===== config.mk =====
export PLATFORM = sky130hd
export DESIGN_NAME = digital_crown_encoder
export DESIGN_NICKNAME = d
export VERILOG_FILES = /design/src/rtl/digital_crown_encoder_pkg.sv /design/src/rtl/crown_debouncer.sv /design/src/rtl/digital_crown_encoder.sv
export SDC_FILE = /design/constraint.sdc
export NUM_CORES = 1
export LEC_CHECK = 0
export ABC_AREA = 0
export CAP_MARGIN = 10
export CORE_MARGIN = 8
export CORE_UTILIZATION = 35
export CTS_BUF_LIST = sky130_fd_sc_hd__clkbuf_16
export DETAILED_ROUTE_END_ITERATION = 8
export PLACE_DENSITY = 0.48
export SLEW_MARGIN = 30
export SYNTH_ARGS = -nofsm -noshare
export SYNTH_HDL_FRONTEND = slang
export SYNTH_SLANG_ARGS = --single-unit

===== constraint.sdc =====
create_clock -name CLOCK_50MHz -period 4.45 [get_ports CLOCK_50MHz]
set_input_delay 0.89 -clock CLOCK_50MHz [delete_from_list [all_inputs] [get_ports CLOCK_50MHz]]
set_output_delay 0.89 -clock CLOCK_50MHz [all_outputs]
set_load 0.02 [all_outputs]

===== src/rtl/digital_crown_encoder_pkg.sv =====
// Shared types and constants for the digital crown front-end: setting FSM states,
// strobe bit positions and the quadrature step decoder.
package digital_crown_encoder_pkg;

  typedef enum logic [1:0] {
    StIdle = 2'd0,
    StHour = 2'd1,
    StMin  = 2'd2,
    StSec  = 2'd3
  } crown_state_e;

  localparam int unsigned HOUR_STROBE = 2;
  localparam int unsigned MIN_STROBE  = 1;
  localparam int unsigned SEC_STROBE  = 0;

  // {A,B} step: +1 clockwise (00->01->11->10->00), -1 reverse, 0 for none or invalid.
  function automatic logic [1:0] quad_delta(input logic [1:0] prev, input logic [1:0] cur);
    case ({prev, cur})
      4'b00_01, 4'b01_11, 4'b11_10, 4'b10_00: return 2'b01;
      4'b00_10, 4'b10_11, 4'b11_01, 4'b01_00: return 2'b11;
      default:                                return 2'b00;
    endcase
  endfunction

endpackage


===== src/rtl/crown_debouncer.sv =====
// Push-switch conditioner: 2-FF synchroniser, stable-count filter and a one-cycle
// pulse on each accepted rising level.
module crown_debouncer #(
  parameter int unsigned DEBOUNCE_CYCLES = 500000
) (
  input  logic i_clk,
  input  logic i_rst,
  input  logic i_in,
  output logic o_press
);

  localparam int unsigned CntW = (DEBOUNCE_CYCLES > 1) ? $clog2(DEBOUNCE_CYCLES) : 1;

  logic            r_s1;
  logic            r_s2;
  logic            r_level;
  logic            r_press;
  logic [CntW-1:0] r_cnt;

  always_ff @(posedge i_clk) begin
    if (i_rst) begin
      r_s1    <= 1'b0;
      r_s2    <= 1'b0;
      r_level <= 1'b0;
      r_press <= 1'b0;
      r_cnt   <= '0;
    end else begin
      r_s1    <= i_in;
      r_s2    <= r_s1;
      r_press <= 1'b0;
      if (r_s2 == r_level) begin
        r_cnt <= '0;
      end else if (r_cnt == CntW'(DEBOUNCE_CYCLES - 1)) begin
        // Final consecutive differing cycle: accept the new level.
        r_level <= r_s2;
        r_press <= r_s2;
        r_cnt   <= '0;
      end else begin
        r_cnt <= r_cnt + 1'b1;
      end
    end
  end

  assign o_press = r_press;

endmodule


===== src/rtl/digital_crown_encoder.sv =====
// Digital crown front-end: quadrature decode into a saturating 10-bit position and a
// push-driven setting sequence issuing one-hot strobes to the clock block.
module digital_crown_encoder
  import digital_crown_encoder_pkg::*;
#(
  parameter int unsigned DEBOUNCE_CYCLES = 500000,
  parameter int unsigned CROWN_STEP      = 4,
  parameter int unsigned CROWN_MAX       = 1023,
  parameter int unsigned PULSE_CYCLES    = 1
) (
  input  logic       CLOCK_50MHz,
  input  logic       RESET,
  input  logic       Enable,
  input  logic       crown_A,
  input  logic       crown_B,
  input  logic       crown_push,
  output logic [9:0] DigitalCrownData,
  output logic       settingTrigger,
  output logic [2:0] settingSig_3bit,
  output logic [1:0] setting_field
);

  localparam int unsigned PW = (PULSE_CYCLES > 1) ? $clog2(PULSE_CYCLES) : 1;

  logic [1:0]    r_ab_s1, r_ab_s2, r_ab_prev;
  logic          r_primed;
  logic [2:0]    r_sub;
  logic [1:0]    r_det_pend;
  logic [9:0]    r_data;
  crown_state_e  r_state;
  logic          r_trig;
  logic [2:0]    r_sig;
  logic [PW-1:0] r_pcnt;
  logic          r_pend;

  logic          w_press;
  logic [1:0]    w_delta;
  logic [3:0]    w_sub_sum;
  logic          w_det_up, w_det_dn;
  logic [2:0]    w_det, w_total;
  logic [1:0]    w_mag, w_pend_next;
  logic [10:0]   w_stepv, w_up;
  logic [9:0]    w_data_next;
  logic          w_strobe_on, w_strobe_end, w_go, w_start, w_hold;

  crown_debouncer #(
    .DEBOUNCE_CYCLES(DEBOUNCE_CYCLES)
  ) u_push_db (
    .i_clk  (CLOCK_50MHz),
    .i_rst  (RESET),
    .i_in   (crown_push),
    .o_press(w_press)
  );

  // Sub-count is widened to 4 bits so +4 is detectable before it wraps.
  assign w_delta   = r_primed ? quad_delta(r_ab_prev, r_ab_s2) : 2'b00;
  assign w_sub_sum = {r_sub[2], r_sub} + {{2{w_delta[1]}}, w_delta};
  assign w_det_up  = (w_sub_sum == 4'b0100);
  assign w_det_dn  = (w_sub_sum == 4'b1100);
  assign w_det     = w_det_up ? 3'b001 : (w_det_dn ? 3'b111 : 3'b000);
  assign w_total   = {r_det_pend[1], r_det_pend} + w_det;

  always_comb begin
    w_mag       = 2'd0;
    w_pend_next = w_total[1:0];
    case (w_total)
      3'b001, 3'b111: w_mag = 2'd1;
      3'b010:         begin w_mag = 2'd2; w_pend_next = 2'b01; end
      3'b110:         begin w_mag = 2'd2; w_pend_next = 2'b11; end
      default:        w_mag = 2'd0;
    endcase
  end

  assign w_stepv = 11'(w_mag) * 11'(CROWN_STEP);
  assign w_up    = {1'b0, r_data} + w_stepv;

  always_comb begin
    w_data_next = r_data;
    if (w_total[2]) begin
      w_data_next = ({1'b0, r_data} < w_stepv) ? 10'd0 : 10'({1'b0, r_data} - w_stepv);
    end else if (w_up > 11'(CROWN_MAX)) begin
      w_data_next = 10'(CROWN_MAX);
    end else begin
      w_data_next = w_up[9:0];
    end
  end

  assign w_strobe_on  = r_trig | (|r_sig);
  assign w_strobe_end = w_strobe_on && (r_pcnt == PW'(PULSE_CYCLES - 1));
  assign w_go         = !w_strobe_on && (w_press || r_pend);
  assign w_start      = w_go && ((r_state != StIdle) || Enable);
  // Position is frozen from the strobe's rising edge until the edge it falls.
  assign w_hold       = w_start || (w_strobe_on && !w_strobe_end);

  always_ff @(posedge CLOCK_50MHz) begin
    if (RESET) begin
      r_ab_s1    <= 2'b00;
      r_ab_s2    <= 2'b00;
      r_ab_prev  <= 2'b00;
      r_primed   <= 1'b0;
      r_sub      <= 3'b000;
      r_det_pend <= 2'b00;
      r_data     <= 10'd0;
      r_state    <= StIdle;
      r_trig     <= 1'b0;
      r_sig      <= 3'b000;
      r_pcnt     <= '0;
      r_pend     <= 1'b0;
    end else begin
      r_ab_s1   <= {crown_A, crown_B};
      r_ab_s2   <= r_ab_s1;
      r_ab_prev <= r_ab_s2;
      r_primed  <= 1'b1;
      r_sub     <= (w_det_up || w_det_dn) ? 3'b000 : w_sub_sum[2:0];

      if (w_hold) begin
        r_det_pend <= w_pend_next;
      end else begin
        r_data     <= w_data_next;
        r_det_pend <= 2'b00;
      end

      if (w_strobe_on) begin
        if (w_strobe_end) begin
          r_trig <= 1'b0;
          r_sig  <= 3'b000;
          r_pcnt <= '0;
        end else begin
          r_pcnt <= r_pcnt + 1'b1;
        end
        if (w_press) r_pend <= 1'b1;
      end else if (w_go) begin
        r_pend <= 1'b0;
        case (r_state)
          StIdle: if (Enable) begin
            r_trig  <= 1'b1;
            r_state <= StHour;
          end
          StHour: begin
            r_sig[HOUR_STROBE] <= 1'b1;
            r_state            <= StMin;
          end
          StMin: begin
            r_sig[MIN_STROBE] <= 1'b1;
            r_state           <= StSec;
          end
          default: begin
            r_sig[SEC_STROBE] <= 1'b1;
            r_state           <= StIdle;
          end
        endcase
      end
    end
  end

  assign DigitalCrownData = r_data;
  assign settingTrigger   = r_trig;
  assign settingSig_3bit  = r_sig;
  assign setting_field    = r_state;

endmodule


cell_classes.png
Scale: 2 px per um. Fill, decap, tap and diode cells in gray.
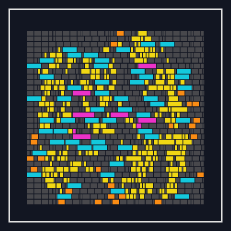
- clock drivers and dummy loads: magenta (cells 8; share of their area 5.3%)
- other buffers and delay cells: orange (cells 24; share of their area 7.4%)
- flip-flops: cyan (cells 52; share of their area 33%)
- all other logic: yellow (cells 250; share of their area 54%)
FP Rows: 32
Final Cell Area: 3269 um2
sequential cell area share: 31.84%

clock_map.png
Scale: 6 px per um.
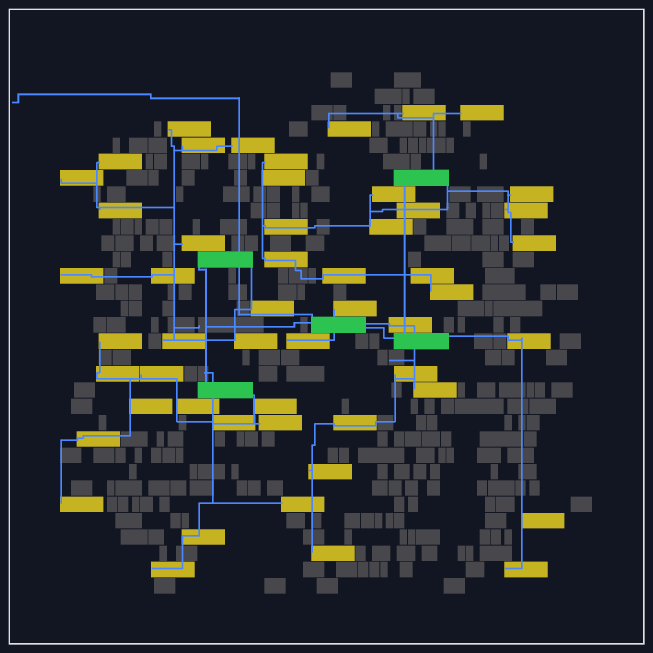
- cells driving clock nets: green (count 5)
- clock wires: blue (length 738 um)
- flip-flops: yellow (count 52)
- routed clock nets: 6
Clock group: 0.000437 W
skew final: 0.005197 ns
clk_lat worst skew: 0.29 ns

==> results.yml <==
# implementation run metrics
status:
  status: "complete, no violations"
min_path:
  hold_depth: 1
  hp-start: "u_push_db.r_s1$_SDFF_PP0_"
detailed_routing:
  avgViaCountPerCell: 5.005
  postRouteAntennaNets: 0
  wl_mm: 5.859
  drc: 0
  first_pass_iters: 4
  vias: 2182
setup_path:
  start_kind: "flop"
  worstRegToRegCells: 18
  crit_top_cell: "ha_1"
  r2r_start: "r_primed$_DFF_P_"
synth:
  ys_sh_mux_pct: 1.428
  yosys_warnings: 0
  top_cells_by_count: "52 x dfxtp_1, 26 x nand2_1, 26 x nor2_1"
  async_flop_share_pct: 0
  syn_inst: 314
  yosysSeqAreaShare_pct: 37.13
final_timing:
  rsz0062_at_grt: "false"
  timing.final.ws_setup_ns: 0.3975
  tightest_slew_ns: 0.5204
  hold_violations: 0
  min_period_ns: 4.052
clocking:
  post_cts_resized: 0
  holdBufCountCts: 0
  root_buffer: "clkbuf_16"
  cts_tree: "done"
  cts_setup_buffers: 0
global_routing:
  grt_max_degree: 29
  grt_use_total_pct: 10.91
  overflow: 0
  use_met3_pct: 2.680
  grt_pass1_wl_mm: 10.14
  grt_busiest_layer: "met2"
finish:
  final-clk-cell-share_pct: 5.128
  lay_top_count: "dfxtp_1"
  largest_cell_class: "logic gates"
  top_register: "u_push_db.r_cnt"
  drive_gt1_share_pct: 10.78
  fill_cells: 793
power:
  cellPowerDensity_nw_per_um2: 298.2
  switchingPower_w: 0.0002110
  ir_drop_mv: 0.1361
  power.leakage_nw: 1.207
  seqPwrFrac_pct: 49.0
  combPwrFrac_pct: 6.1
die:
  die_h_um: 105.5
  well_tap_count: 102
place:
  dp_cells: 428
No activity file was given, so power comes from the tool's default toggle rates.
